File: config.mk
export PLATFORM = sky130hd
export DESIGN_NAME = bcd_clock_counter
export DESIGN_NICKNAME = d
export VERILOG_FILES = /design/src/rtl/bcd_clock_counter.sv
export SDC_FILE = /design/constraint.sdc
export NUM_CORES = 1
export LEC_CHECK = 0
export ABC_AREA = 1
export CELL_PAD_IN_SITES_DETAIL_PLACEMENT = 1
export CELL_PAD_IN_SITES_GLOBAL_PLACEMENT = 2
export CORE_ASPECT_RATIO = 1.75
export CORE_MARGIN = 4
export CORE_UTILIZATION = 33
export DETAILED_ROUTE_END_ITERATION = 16
export GPL_ROUTABILITY_DRIVEN = 1
export PLACE_DENSITY_LB_ADDON = 0.2
export REMOVE_ABC_BUFFERS = 1
export SLEW_MARGIN = 40
export SYNTH_ARGS = -nofsm -noshare
export SYNTH_HDL_FRONTEND = slang
export SYNTH_SLANG_ARGS = --single-unit
File: constraint.sdc
create_clock -name clk -period 3.2 [get_ports clk]
set_clock_uncertainty 0.1 [all_clocks]
set_input_delay 0.48 -clock clk [delete_from_list [all_inputs] [get_ports clk]]
set_output_delay 0.48 -clock clk [all_outputs]
set_load 0.02 [all_outputs]
File: src/rtl/bcd_clock_counter.sv
// BCD time-of-day counter with 1 Hz tick input, RUN/PAUSE/SET modes and key-driven time setting.
`timescale 1ns/1ps

module bcd_clock_counter #(
   parameter int unsigned HOUR_MAX = 23
) (
   input  logic       clk,
   input  logic       rstn,
   input  logic       tick_in,
   input  logic       key_mode,
   input  logic       key_inc,
   input  logic       key_pause,
   output logic [7:0] hour_bcd,
   output logic [7:0] min_bcd,
   output logic [7:0] sec_bcd,
   output logic [1:0] mode,
   output logic       sec_pulse,
   output logic       day_wrap
);

   localparam logic [1:0] ST_RUN      = 2'b00;
   localparam logic [1:0] ST_PAUSE    = 2'b01;
   localparam logic [1:0] ST_SET_HOUR = 2'b10;
   localparam logic [1:0] ST_SET_MIN  = 2'b11;

   localparam logic [7:0] HOUR_MAX_BCD = {4'(HOUR_MAX / 10), 4'(HOUR_MAX % 10)};
   localparam logic [7:0] MS_MAX_BCD   = 8'h59;

   // Two-digit BCD increment; returns {wrapped, next_value}, each digit stays in 0..9
   function automatic logic [8:0] bcd_inc(input logic [7:0] v, input logic [7:0] vmax);
      logic [8:0] r;
      if (v == vmax) begin
         r = 9'h100;
      end else if (v[3:0] == 4'd9) begin
         r = {1'b0, v[7:4] + 4'd1, 4'd0};
      end else begin
         r = {1'b0, v[7:4], v[3:0] + 4'd1};
      end
      return r;
   endfunction

   logic       r_sync1;
   logic       r_sync2;
   logic       r_prev;
   logic [1:0] r_fill;
   logic       r_armed;
   logic [1:0] r_mode;
   logic [7:0] r_hour;
   logic [7:0] r_min;
   logic [7:0] r_sec;
   logic       r_sec_pulse;
   logic       r_day_wrap;

   logic       w_tick;
   logic [1:0] w_mode_nxt;
   logic [7:0] w_hour_nxt;
   logic [7:0] w_min_nxt;
   logic [7:0] w_sec_nxt;
   logic       w_pulse_nxt;
   logic       w_wrap_nxt;
   logic [8:0] w_sec_inc;
   logic [8:0] w_min_inc;
   logic [8:0] w_hour_inc;

   // Tick edge only counts once the synchronizer holds real data that has been seen low
   assign w_tick = r_armed & r_sync2 & ~r_prev;

   // Synchronizer, previous-value register and arming logic for tick_in
   always_ff @(posedge clk or negedge rstn) begin
      if (!rstn) begin
         r_sync1 <= 1'b0;
         r_sync2 <= 1'b0;
         r_prev  <= 1'b0;
         r_fill  <= 2'b00;
         r_armed <= 1'b0;
      end else begin
         r_sync1 <= tick_in;
         r_sync2 <= r_sync1;
         r_prev  <= r_sync2;
         r_fill  <= {r_fill[0], 1'b1};
         r_armed <= r_armed | (r_fill[1] & ~r_sync2);
      end
   end

   // State and time registers
   always_ff @(posedge clk or negedge rstn) begin
      if (!rstn) begin
         r_mode      <= ST_RUN;
         r_hour      <= 8'h00;
         r_min       <= 8'h00;
         r_sec       <= 8'h00;
         r_sec_pulse <= 1'b0;
         r_day_wrap  <= 1'b0;
      end else begin
         r_mode      <= w_mode_nxt;
         r_hour      <= w_hour_nxt;
         r_min       <= w_min_nxt;
         r_sec       <= w_sec_nxt;
         r_sec_pulse <= w_pulse_nxt;
         r_day_wrap  <= w_wrap_nxt;
      end
   end

   // Next state: tick counting in RUN, then keys with key_mode > key_pause > key_inc
   always_comb begin
      w_mode_nxt  = r_mode;
      w_hour_nxt  = r_hour;
      w_min_nxt   = r_min;
      w_sec_nxt   = r_sec;
      w_pulse_nxt = 1'b0;
      w_wrap_nxt  = 1'b0;
      w_sec_inc   = bcd_inc(r_sec, MS_MAX_BCD);
      w_min_inc   = bcd_inc(r_min, MS_MAX_BCD);
      w_hour_inc  = bcd_inc(r_hour, HOUR_MAX_BCD);

      if (w_tick && (r_mode == ST_RUN)) begin
         w_pulse_nxt = 1'b1;
         w_sec_nxt   = w_sec_inc[7:0];
         if (w_sec_inc[8]) begin
            w_min_nxt = w_min_inc[7:0];
            if (w_min_inc[8]) begin
               w_hour_nxt = w_hour_inc[7:0];
               w_wrap_nxt = w_hour_inc[8];
            end
         end
      end

      if (key_mode) begin
         case (r_mode)
            ST_RUN, ST_PAUSE: w_mode_nxt = ST_SET_HOUR;
            ST_SET_HOUR:      w_mode_nxt = ST_SET_MIN;
            default: begin
               w_mode_nxt = ST_RUN;
               w_sec_nxt  = 8'h00;
            end
         endcase
      end else if (key_pause) begin
         if (r_mode == ST_RUN) begin
            w_mode_nxt = ST_PAUSE;
         end else if (r_mode == ST_PAUSE) begin
            w_mode_nxt = ST_RUN;
         end
      end else if (key_inc) begin
         if (r_mode == ST_SET_HOUR) begin
            w_hour_nxt = w_hour_inc[7:0];
         end else if (r_mode == ST_SET_MIN) begin
            w_min_nxt = w_min_inc[7:0];
         end
      end
   end

   assign hour_bcd  = r_hour;
   assign min_bcd   = r_min;
   assign sec_bcd   = r_sec;
   assign mode      = r_mode;
   assign sec_pulse = r_sec_pulse;
   assign day_wrap  = r_day_wrap;

endmodule

Placement view:
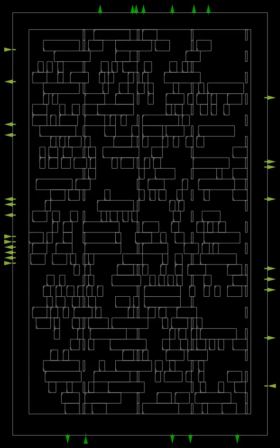
Core Box Area: 0.00554 sq mm
# rows: 36
Flop Count: 34

Sequential cells grouped by signal name:
Scale bar: 20 um. Other sequential cells in the stronger grey, the rest of the logic in the fainter grey.
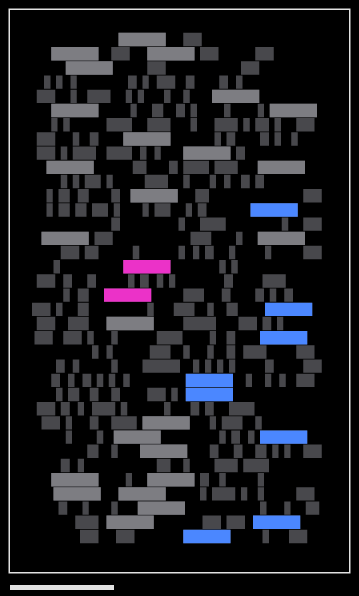
- blue: min_bcd (sequential cells 8)
- magenta: mode (sequential cells 2)
- not coloured: 24
sequential share of cell area: 0.354
flip-flop and latch power: 0.598 mW
storage element area: 851 sq um
Final Util: 0.433

==> results.cfg <==
; implementation run metrics
[drt]
via_per_inst = 4.71
wl_met3_um = 179
wl_met1_um = 1680
drc = 0
wl_met2_um = 2370
firstDrtPassIters = 4
antenna_left = 0

[layout]
n_fill_cell = 679
finish.net_count = 280
largest_class = registers
syn_to_final_growth_pct = 28.2
diodes = 0
area_share_nonclk_buffers = 0.141
inv_count = 44
layout_top_cells = 39 x inv_1, 39 x nand2_1, 34 x dfrtp_1

[yosys]
synth_area_sq_mm = 0.00187
ys.warnings.count = 0
common_cells = 39 x inv_1, 39 x nand2_1, 34 x dfrtp_1, 21 x nor2_1, 15 x nand3_1
muxShareOfSynthArea = 0
xor_area_frac = 0.0140
top_cells_by_area = dfrtp_1 45%, ha_1 8.0%, inv_1 7.8%, nand2_1 7.8%, nor2_1 4.2%
synth_stat.cells = 222
synth_cells = 222
synth-edff-count = 0
yosysChipArea_sq_mm = 0.00187
yosysUniqueCellTypes = 28
seq_area_frac_synth = 0.454
ff_type = dfrtp_1
synthArstFlopShare = 1.00

[power]
p_sw_mw = 0.546
clkPwrFrac = 0.255
intPower_mw = 0.935
seq_power_share = 0.404
p_comb_frac = 0.341
ir_worst_vdd_v = 0.000318
p_per_area_mw_per_mm2 = 617
p_total_mw = 1.48
powerComb_mw = 0.505
switching_share = 0.368
leakage_nw = 1.17

[clocking]
clk_pin_slew_ns = 0.07
cts_root_buf = clkbuf_8
cts.path.max_buffers = 2
cts_resized = 0
cts-buffers-inserted = 5
cts_htree_levels = 2

[global_routing]
use_met3 = 0.0397
grt.busiest_layer = met2
grt_usage = 0.144
met2_usage = 0.260
grt_pass1_vias = 1657
grt_pass1_wl_um = 7590
antenna_found_initial = 0
grt_max_degree = 35

[timing]
setup_tns_ns = 0
final.setup.worst_slack_ns = 1.15
hold_violations = 0

[run]
openroad.warnings = 31

[critical_path]
cp_data_required_time_ns = 2.62
cp-start-kind = flip-flop
crit_buf_inv = 1
path_depth = 1
cp_max_fo = 8
critPathMaxStageDelay_ns = 0.67
crit_path_end = mode[1]
r2r_slack_ns = 1.44
r2r_end = hour_bcd[3]
crit_type = flip-flop to primary output
cpMaxStageDelayCell = clkdlybuf4s50_1
cp.arrival_ns = 1.47

[floorplan]
ios = 34
die_w_um = 65.0
tap_cells = 76
fp-utilization = 0.338
fp.dieH_um = 108

[outcome]
outcome = finished clean

[placement]
place_inst = 331
dpl_worst_slack_ns = 1.19
hpwl_um = 3350

[worst_hold_path]
min_path_cells = 0
whs_endpoint = r_sync2
hp-start = r_sync1
Routed metal, one colour a layer:
Scale bar: 20 um.
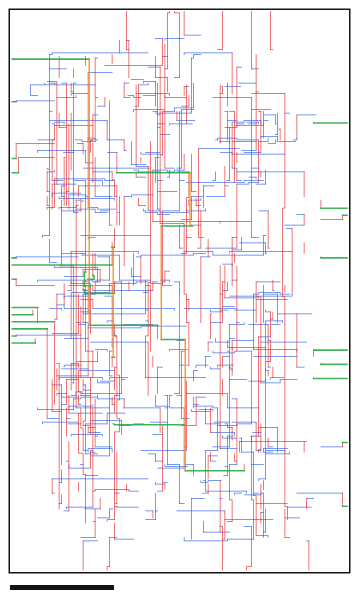
- green: metal 3 (wire length 179 um)
- blue: metal 1 (wire length 1,680 um)
- red: metal 2 (wire length 2,370 um)
- orange: metal 4 (wire length 129 um)
vias: 1,596
routed length per instance: 12.9 um
Routed WL: 4360 um

Logic cells by family:
Scale bar: 20 um.
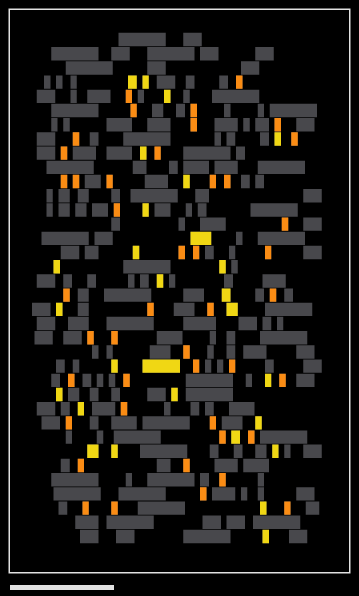
- yellow: NOR gates (cells 28; most used nor2_1)
- orange: inverters (cells 44; most used inv_1; where widely spread)
combinational share of cell area: 0.351
final cell count without fillers: 339

Power and IR drop assume default switching activity.
